==> config.mk <==
export PLATFORM = sky130hd
export DESIGN_NAME = mem_bus_arbiter
export DESIGN_NICKNAME = d
export VERILOG_FILES = /design/src/rtl/mem_bus_arbiter.sv
export SDC_FILE = /design/constraint.sdc
export NUM_CORES = 1
export LEC_CHECK = 0
export CORE_ASPECT_RATIO = 1.75
export CORE_MARGIN = 2
export CORE_UTILIZATION = 39
export DETAILED_ROUTE_END_ITERATION = 7
export PLACE_DENSITY = 0.77
export RECOVER_POWER = 50
export SLEW_MARGIN = 20
export SYNTH_ARGS = -nofsm -noshare
export SYNTH_HDL_FRONTEND = slang
export SYNTH_SLANG_ARGS = --single-unit
==> constraint.sdc <==
create_clock -name i_clk -period 1.75 [get_ports i_clk]
set_clock_uncertainty 0.1 [all_clocks]
set_input_delay 0.35 -clock i_clk [delete_from_list [all_inputs] [get_ports i_clk]]
set_output_delay 0.35 -clock i_clk [all_outputs]
set_load 0.01 [all_outputs]
Signal wires on met1:
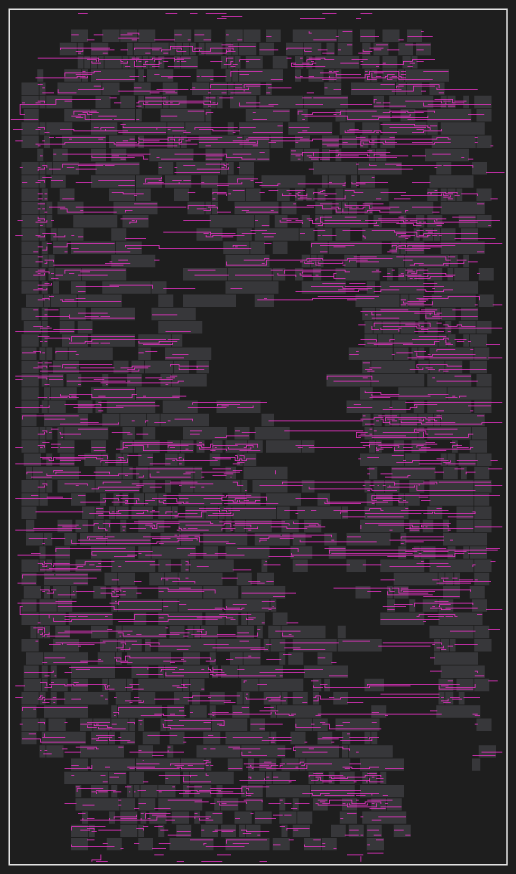
nets with wire on the layer: 928
share of all routed wire: 38%
longest straight run: 39.1 um
via count: 5633
WL final: 19730 um
met1 Use GR: 26.75%

Metal 2:
Scale bar: 20 um.
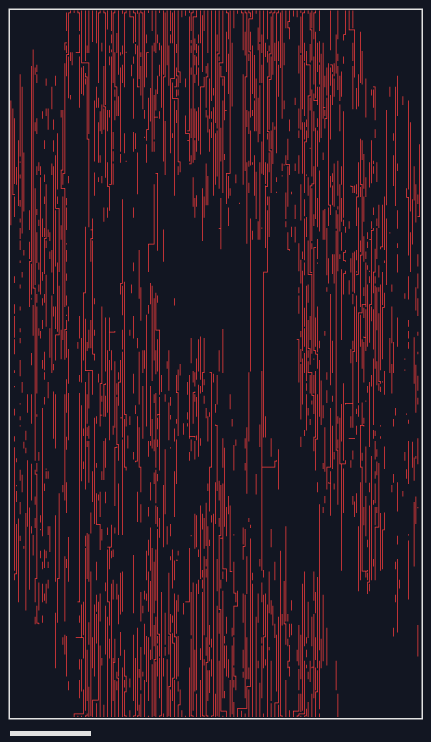
wire length on this layer: 10800 um
main direction: vertical
longest straight run: 59.0 um
met2 Resource Use GR: 38.71%

Metal 3:
Scale bar: 20 um.
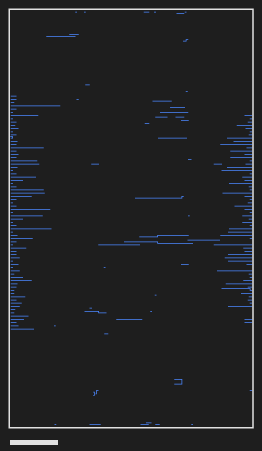
share of all routed wire: 4.4%
longest straight run: 20.5 um
routing usage on met3: 4.019%

Met4 routing:
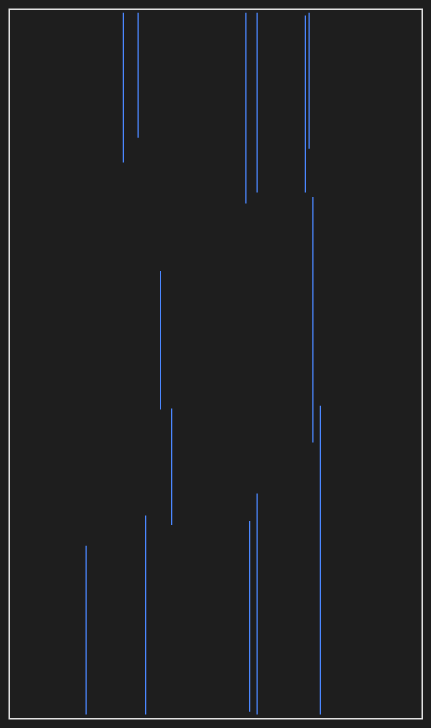
wire length on this layer: 626 um
main direction: vertical

Clock wiring as the flow saved it:
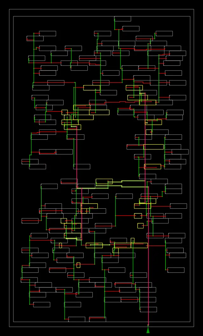
total CTS buffers: 17
clock buffers: 18
clk pwr: 3.91 mW

==> results.txt <==
run metrics: yosys adder share=0%, Area-dominant class=flip-flops and latches, Int Power=10.18 mW, number of logic gates=402, Simple Share, Synth=15.39%, xor/xnor share=0.1340%, NetSw=5.143 mW, CP delay by family, top=AND-OR/OR-AND gates, Crit Path Max Fanout=11, fp_density=39.75%, DRT met1 WL=7426 um, type of the tightest min-delay check=in -> reg, yosys cell count=625, WL met2=10800 um, run status=completed, vias per cell=4.798, logic share of the area=24.81%, total track usage=22.18%, hold slack=0.2615 ns, max layer used=met4, RSZ-0062 raised after global routing=yes, Well Taps=224, yosys aoi share=9.435%, post-route setup slack=0.02568 ns, flop-to-flop setup slack=0.03 ns, flop share of the area=34.70%, Crit Path Class=reg -> reg, buffering overhead=30.44%, vias in the first global route=5763, TritonCTS clock tree=done, R2R depth=6, pre-CTS WS=-0.6367 ns, ant diodes=0, first-pass GRT wire length=30680 um, Port Buffers=274, FF/Latch Area=3656 um2, Root Buffer Master=clkbuf_16, Flops after synth=146, Final setup violation count=0, YS chip area=6538 um2, routed wl met3=869 um, Final Hold Vio Count=0, Power Density=1455 nW/um2, number of OpenROAD warnings=27, row count=62, Crit path depth=6, worst skew pair latency=0.41 ns, Synth Area per Inst=10.46 um2, sequential group share of total power=34.8%, cell type with the largest total area=dfrtp_1, Synth Warn #=0, element type at the critical path end=flip-flop, clock share of power=25.5%, Die W=101.9 um, First DRT Iteration DRCs=248
metrics by stage:
| stage | power [mW] | instance area [um2] | util (%) |
|---|---|---|---|
| floorplan | 8.210 | 6538 | - |
| global placement | 11.83 | 9862 | 59.97 |
| detailed placement | 11.98 | 9862 | 59.97 |
| CTS | 15.35 | 10490 | 63.79 |
| global route | 16.18 | 10540 | 64.06 |
| finish | 15.33 | 10540 | 64.06 |
cells in the mapped netlist:
master	number
and3_1	2
o211a_1	1
a21boi_1	1
inv_1	39
a21bo_2	1
o21ai_0	42
buf_6	5
a21o_1	9
mux2_4	34
a221oi_4	1
nor4bb_1	1
clkbuf_2	1
nand4b_1	1
a22o_1	24
a41oi_1	1
nor4_2	1
or4b_1	1
a2111oi_0	1
nor3_1	3
mux2_2	4
nor2b_1	2
buf_1	4
mux2i_1	35
o21ai_2	2
nand2b_1	17
nor4_4	1
buf_2	12
nor2_1	3
or2_2	2
buf_4	1
clkbuf_1	15
nor3b_2	1
dfrtp_1	146
nand2_1	201
and2_1	1
xor2_1	1
a21oi_1	8
power groups by stage:
stage,Sequential (mW),Combinational [mW],Clock (mW)
after floorplan,5.85,2.36,0
after global placement,5.36,6.47,0
after detailed placement,5.37,6.61,0
after CTS,5.32,6.05,3.98
after global routing,5.50,6.56,4.12
final,5.34,6.08,3.91
timing repair:
action / in CTS / in global routing
cloned: 3 / 1
setup endpoints to repair: 256 / 81
pin swaps: 4 / 5
hold buffers: 1 / 0
buffers inserted: 7 / 2
hold endpoints to repair: 36 / 0
resized: 142 / 27
layer usage:
layer  global-route usage [%]  up-vias
li1                         -     2674
met1                    26.75     2729
met2                    38.71      198
met3                    4.019       32
met4                    8.444        0
met5                        0        -
Power and IR drop assume default switching activity.
